### src/rtl/dmem_responder_pkg.sv
// Shared types and constants for the data-memory responder.
// State encodings, request payload and the out-of-range error data word.
package dmem_responder_pkg;

    localparam int unsigned DATA_W = 16;
    localparam int unsigned ADDR_W = 16;
    localparam int unsigned CNT_W  = 4;

    localparam logic [DATA_W-1:0] DMEM_ERR_DATA = 16'hffff;

    typedef enum logic [1:0] {
        DMEM_IDLE = 2'd0,
        DMEM_WAIT = 2'd1,
        DMEM_RESP = 2'd2
    } dmem_state_e;

    typedef struct packed {
        logic              write;
        logic [ADDR_W-1:0] addr;
        logic [DATA_W-1:0] wdata;
    } dmem_req_t;

endpackage

### src/rtl/dmem_responder_wait_counter.sv
// Wait-state down counter for the data-memory responder.
// Loads a start value, decrements on request and flags zero.
module dmem_wait_counter
    import dmem_responder_pkg::*;
(
    input  logic             clk,
    input  logic             pc_reset,
    input  logic             i_load,
    input  logic [CNT_W-1:0] i_load_val,
    input  logic             i_dec,
    output logic             o_zero
);

    logic [CNT_W-1:0] r_count;

    // Load has priority; decrement saturates at zero.
    always_ff @(posedge clk or posedge pc_reset) begin
        if (pc_reset) begin
            r_count <= '0;
        end else if (i_load) begin
            r_count <= i_load_val;
        end else if (i_dec && (r_count != '0)) begin
            r_count <= r_count - CNT_W'(1);
        end
    end

    assign o_zero = (r_count == '0);

endmodule

### src/rtl/dmem_responder.sv
// Responder side of the core load/store port with a wait-state data RAM.
// One request per transaction; response is a one-cycle pulse WAIT_STATES+1
// cycles after accept. Optional feature macro: DMEM_RANGE_CHECK_EN (flags
// requests whose address has bits set above the RAM index and suppresses them).
module dmem_responder
    import dmem_responder_pkg::*;
#(
    parameter int unsigned DEPTH_LOG2  = 8,
    parameter int unsigned WAIT_STATES = 2
) (
    input  logic              clk,
    input  logic              pc_reset,
    input  logic              req_valid,
    input  logic              req_write,
    input  logic [ADDR_W-1:0] req_addr,
    input  logic [DATA_W-1:0] req_wdata,
    output logic              req_ready,
    output logic              rsp_valid,
    output logic [DATA_W-1:0] rsp_rdata,
    output logic              stall
`ifdef DMEM_RANGE_CHECK_EN
    ,
    output logic              rsp_err
`endif
);

    localparam int unsigned     DEPTH     = 1 << DEPTH_LOG2;
    localparam logic [CNT_W-1:0] WAIT_LOAD = (WAIT_STATES > 0) ? CNT_W'(WAIT_STATES - 1) : '0;

    dmem_state_e r_state;
    dmem_state_e w_next;
    dmem_req_t   r_req;
    dmem_req_t   w_in_req;
    dmem_req_t   w_cur;

    logic                  w_cnt_load;
    logic                  w_cnt_dec;
    logic                  w_cnt_zero;
    logic                  w_enter_resp;
    logic                  w_oor;
    logic [DEPTH_LOG2-1:0] w_idx;

    logic [DATA_W-1:0] r_mem [DEPTH];
    logic [DATA_W-1:0] r_rdata;

    assign w_in_req = '{write: req_write, addr: req_addr, wdata: req_wdata};

    // With zero wait states RESP is entered on the accept edge, so the live request is used.
    assign w_cur = (r_state == DMEM_IDLE) ? w_in_req : r_req;
    assign w_idx = w_cur.addr[DEPTH_LOG2-1:0];

`ifdef DMEM_RANGE_CHECK_EN
    assign w_oor = |w_cur.addr[ADDR_W-1:DEPTH_LOG2];
`else
    logic w_unused_addr;
    assign w_oor         = 1'b0;
    assign w_unused_addr = ^w_cur.addr[ADDR_W-1:DEPTH_LOG2];
`endif

    dmem_wait_counter u_wait_cnt (
        .clk        (clk),
        .pc_reset   (pc_reset),
        .i_load     (w_cnt_load),
        .i_load_val (WAIT_LOAD),
        .i_dec      (w_cnt_dec),
        .o_zero     (w_cnt_zero)
    );

    // State register.
    always_ff @(posedge clk or posedge pc_reset) begin
        if (pc_reset) begin
            r_state <= DMEM_IDLE;
        end else begin
            r_state <= w_next;
        end
    end

    // Next-state and counter control.
    always_comb begin
        w_next     = r_state;
        w_cnt_load = 1'b0;
        w_cnt_dec  = 1'b0;
        case (r_state)
            DMEM_IDLE: begin
                if (req_valid) begin
                    w_cnt_load = 1'b1;
                    w_next     = (WAIT_STATES > 0) ? DMEM_WAIT : DMEM_RESP;
                end
            end
            DMEM_WAIT: begin
                if (w_cnt_zero) begin
                    w_next = DMEM_RESP;
                end else begin
                    w_cnt_dec = 1'b1;
                end
            end
            DMEM_RESP: w_next = DMEM_IDLE;
            default:   w_next = DMEM_IDLE;
        endcase
    end

    assign w_enter_resp = (w_next == DMEM_RESP);

    // Request latch, captured on accept.
    always_ff @(posedge clk or posedge pc_reset) begin
        if (pc_reset) begin
            r_req <= '0;
        end else if ((r_state == DMEM_IDLE) && req_valid) begin
            r_req <= w_in_req;
        end
    end

    // Backing RAM: not cleared by reset; a store commits on the edge entering RESP.
    always_ff @(posedge clk) begin
        if (w_enter_resp && w_cur.write && !w_oor && !pc_reset) begin
            r_mem[w_idx] <= w_cur.wdata;
        end
    end

    // Response data: load data, store echo, or the error word; held until the next response.
    always_ff @(posedge clk or posedge pc_reset) begin
        if (pc_reset) begin
            r_rdata <= '0;
        end else if (w_enter_resp) begin
            r_rdata <= w_oor ? DMEM_ERR_DATA : (w_cur.write ? w_cur.wdata : r_mem[w_idx]);
        end
    end

`ifdef DMEM_RANGE_CHECK_EN
    logic r_rsp_err;

    // Out-of-range flag for the response being returned.
    always_ff @(posedge clk or posedge pc_reset) begin
        if (pc_reset) begin
            r_rsp_err <= 1'b0;
        end else if (w_enter_resp) begin
            r_rsp_err <= w_oor;
        end
    end

    assign rsp_err = r_rsp_err;
`endif

    assign req_ready = (r_state == DMEM_IDLE);
    assign rsp_valid = (r_state == DMEM_RESP);
    assign rsp_rdata = r_rdata;
    assign stall     = ((r_state == DMEM_IDLE) && req_valid) || (r_state == DMEM_WAIT);

endmodule

### config.mk
export PLATFORM = sky130hd
export DESIGN_NAME = dmem_responder
export DESIGN_NICKNAME = d
export VERILOG_FILES = /design/src/rtl/dmem_responder_pkg.sv /design/src/rtl/dmem_responder_wait_counter.sv /design/src/rtl/dmem_responder.sv
export SDC_FILE = /design/constraint.sdc
export NUM_CORES = 2
export LEC_CHECK = 0
export CORE_UTILIZATION = 30
export CTS_CLUSTER_SIZE = 14
export DETAILED_ROUTE_END_ITERATION = 16
export PLACE_DENSITY = 0.53
export SYNTH_ARGS = -nofsm -noshare
export SYNTH_HDL_FRONTEND = slang
export SYNTH_SLANG_ARGS = --single-unit
### constraint.sdc
create_clock -name clk -period 10 [get_ports clk]
set_input_delay 2 -clock clk [delete_from_list [all_inputs] [get_ports clk]]
set_output_delay 2 -clock clk [all_outputs]
set_load 0.05 [all_outputs]
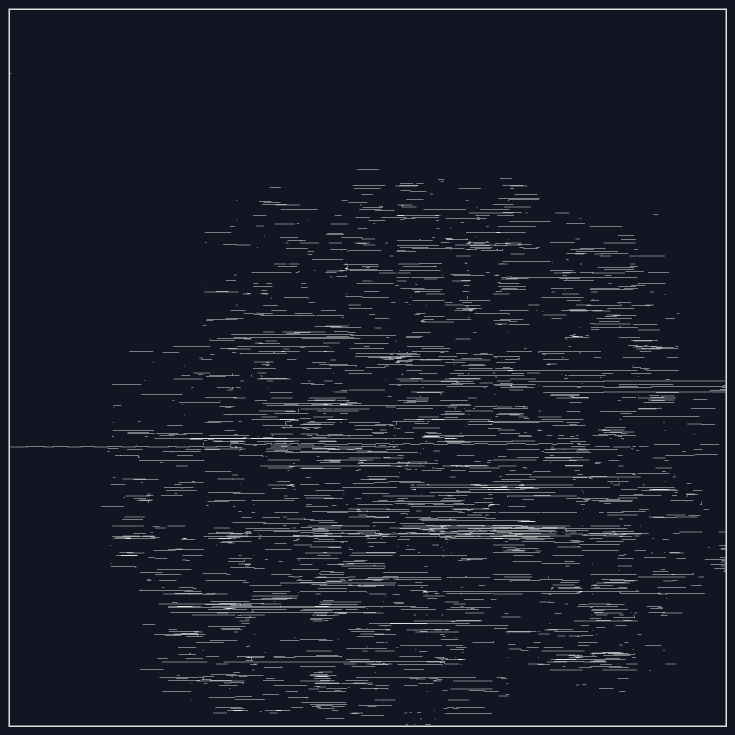
**Above:** signal wires on met3.
Drawn at 1 px/um.
share of all routed wire: 8.2%
wire length on this layer: 37.2 mm
nets with wire on the layer: 790
main direction: horizontal

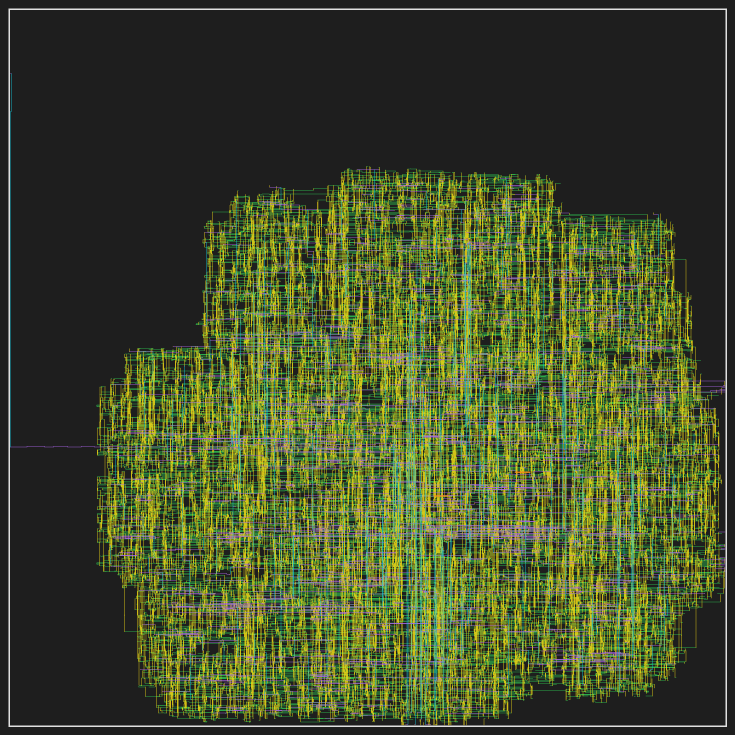
**Above:** metal layers overlaid.
Drawn at 1 px/um.
[orange] metal 5 | wire length: 26.7 um
[green] metal 1 | wire length: 191 mm
[cyan] metal 4 | wire length: 17700 um
[yellow] metal 2 | wire length: 209 mm
[purple] metal 3 | wire length: 37.2 mm

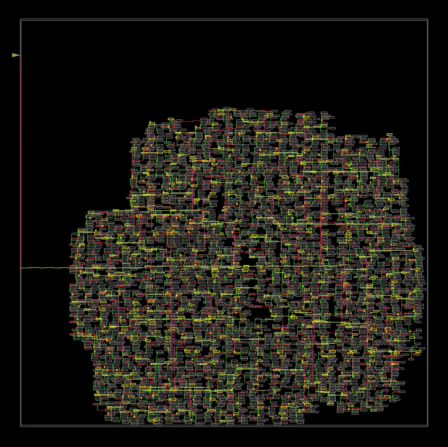
**Above:** clock nets.
clk pwr: 0.0155 W
number of buffers created by CTS: 414
CLK BUF: 501
Final Skew: 0.0934 ns
Late-Pin Clk Latency: 1.01 ns

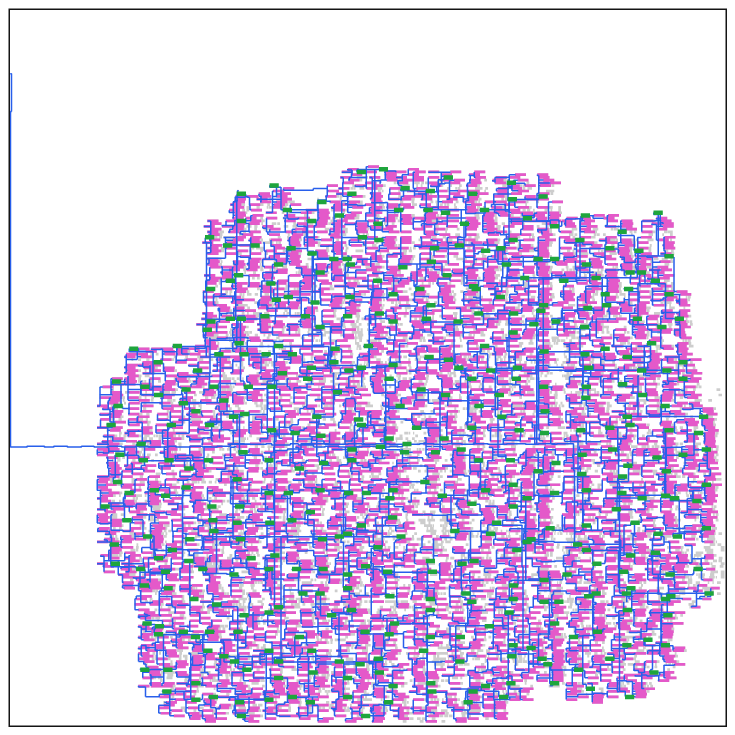
**Above:** clock wires, drivers and flops.
Drawn at 1 px/um.
[blue] clock wires | length: 45.8 mm
[magenta] flip-flops | count: 4143
[green] clock drivers | count: 414
routed clock nets: 415

==> flow_summary.yaml <==
# physical design summary
power:
  ir_drop_mv: 0.293
  p_int_w: 0.0352
  p_sw_w: 0.0200
  p_comb_w: 0.0168
  clkPwrFrac_pct: 28.1
  p_comb_share_pct: 30.6
  pg_seq_w: 0.0228
  p_total_w: 0.0551
  p_per_area_mw_per_mm2: 312
  switching_share_pct: 36.2
layout:
  comb_cells: 3914
  top_register: "r_mem"
  fin_area_mm2: 0.177
  dominant_cells: "flip-flops and latches"
  fillers: 47253
  final_cells: 16036
  antenna_cells: 16
  design.final.nets: 9006
  drive_above_1_share_pct: 12.3
  layout_top_cells: "edfxtp_1, a22oi_1, a21oi_1"
  mi_logic_area_mm2: 0.0262
  lay_top_count: "edfxtp_1"
  fin_util_pct: 34.9
  largest_reg_flops: 4096
  area.growth.synth_to_final_pct: 15.8
  buffers: 489
  clock_area_share_pct: 7.68
  nNonClkInverters: 7
  regArea_mm2: 0.124
  sh_seq_area_pct: 70.2
  comb_area_share_pct: 14.8
worst_hold_path:
  min_path_cells: 2
  holdCritPathClass: "flip-flop to flip-flop"
  min_to: "r_req[8]"
  hp-start: "r_req[8]"
floorplanning:
  ioPinCount: 55
  tap_cells: 6706
  initial_core_util_pct: 30.2
  dieArea_mm2: 0.512
  fp.dieH_um: 715
  fp.dieW_um: 715
  core_area_mm2: 0.506
placement:
  gp_congestion: 0.806
  dp_slack_ns: 2.75
  hpwl_mm: 254
  placed_area_mm2: 0.163
  placed_cells: 15259
synth:
  mux_share_pct: 0
  ys_types: 43
  ys_seq_share_pct: 81.3
  logic_family: "AND-OR/OR-AND gates"
  yosys.area_share.aoi_pct: 15.5
  fp_nets: 8749
  syn_avg_cell_area_um2: 17.5
  ys_warn_count: 0
  ys_ff: 4143
  yosysTopAreaCell: "edfxtp_1"
  top_cell: "edfxtp_1"
  ys.flop_type: "edfxtp_1"
  synth.top_cell.area_share_pct: 80.5
  xor_area_share_pct: 0.0115
  synthesis.area_mm2: 0.153
  syn_inst: 8712
  ys_top_cells_by_count: "edfxtp_1, a22oi_1, a21oi_1, clkbuf_1, buf_2"
  ys_area_mm2: 0.153
  edf_count: 4096
  synth-simple-area-share_pct: 1.29
  async_flop_share_pct: 1.13
  ys_cells: 8712
clock_network:
  cts_tree: "yes"
  post_cts_buffers: 0
  ctsHoldBuffers: 0
  clk_pin_slew_ns: 0.06
  ctsHtreeMaxLevel: 5
  ctsResizeCount: 0
  cts.sinks: 4143
drt:
  routed_wl_mm: 454
  highest_layer: "met5"
  viasPerCell: 5.44
  wl_per_cell_um: 28.3
  postRouteAntennaNets: 0
  drtIter0Drc: 11386
  met3_length_mm: 37.2
  wl_met1_mm: 191
  route.vias.total: 87186
  drc: 0
sta:
  setup_slack_ns: 3.79
  worst_pin_slew_ns: 1.32
  hold_ws_ns: 0.476
  fmax_mhz: 161
  maxSlewHeadroom_pct: 10.9
  fin_crit_sh_pct: 62.1
  final.min_clock_period_ns: 6.21
  fin_setup_tns_ns: 0
  rsz0062_at_grt: "no"
worst_setup_path:
  startpoint: "req_addr[2]"
  path_delay_family: "AND-OR/OR-AND gates"
  path_cells: "clkdlybuf4s50_1, or3_1, o31a_2, buf_12, a21oi_1, o41ai_1, a41oi_1, nor4_1, a21oi_1"
  cpPeakStageDelay_ns: 1.05
  crit_required_ns: 10.85
  crit_type: "input pin to flip-flop"
  worst-path-buf-inv: 2
  crit_end: "rsp_rdata[10]"
  ff2ff_path_depth: 10
  r2r-end: "rsp_rdata[10]"
  rrSetupSlack_ns: 4.30
  cp_slowest_cell: "o41ai_1"
  cp_max_fo: 74
  cp_common_cell: "a21oi_1"
  cp.depth: 9
  cp_data_arrival_time_ns: 7.06
  end_kind: "flip-flop"
  cp-start-kind: "input pin"
run_status:
  status: "finished clean"
grt:
  met3_usage_pct: 2.80
  antenna_found_initial: 21
  first_global_vias: 84644
  grt_pass1_wl_mm: 634
  grt_usage_pct: 17.0
  grt_max_degree: 182
  grt_busiest_layer: "met2"
  use_met1_pct: 23.7
  overflow: 0
run:
  cap_violations: 0
  tool_warnings: 107
Power and IR drop assume default switching activity.
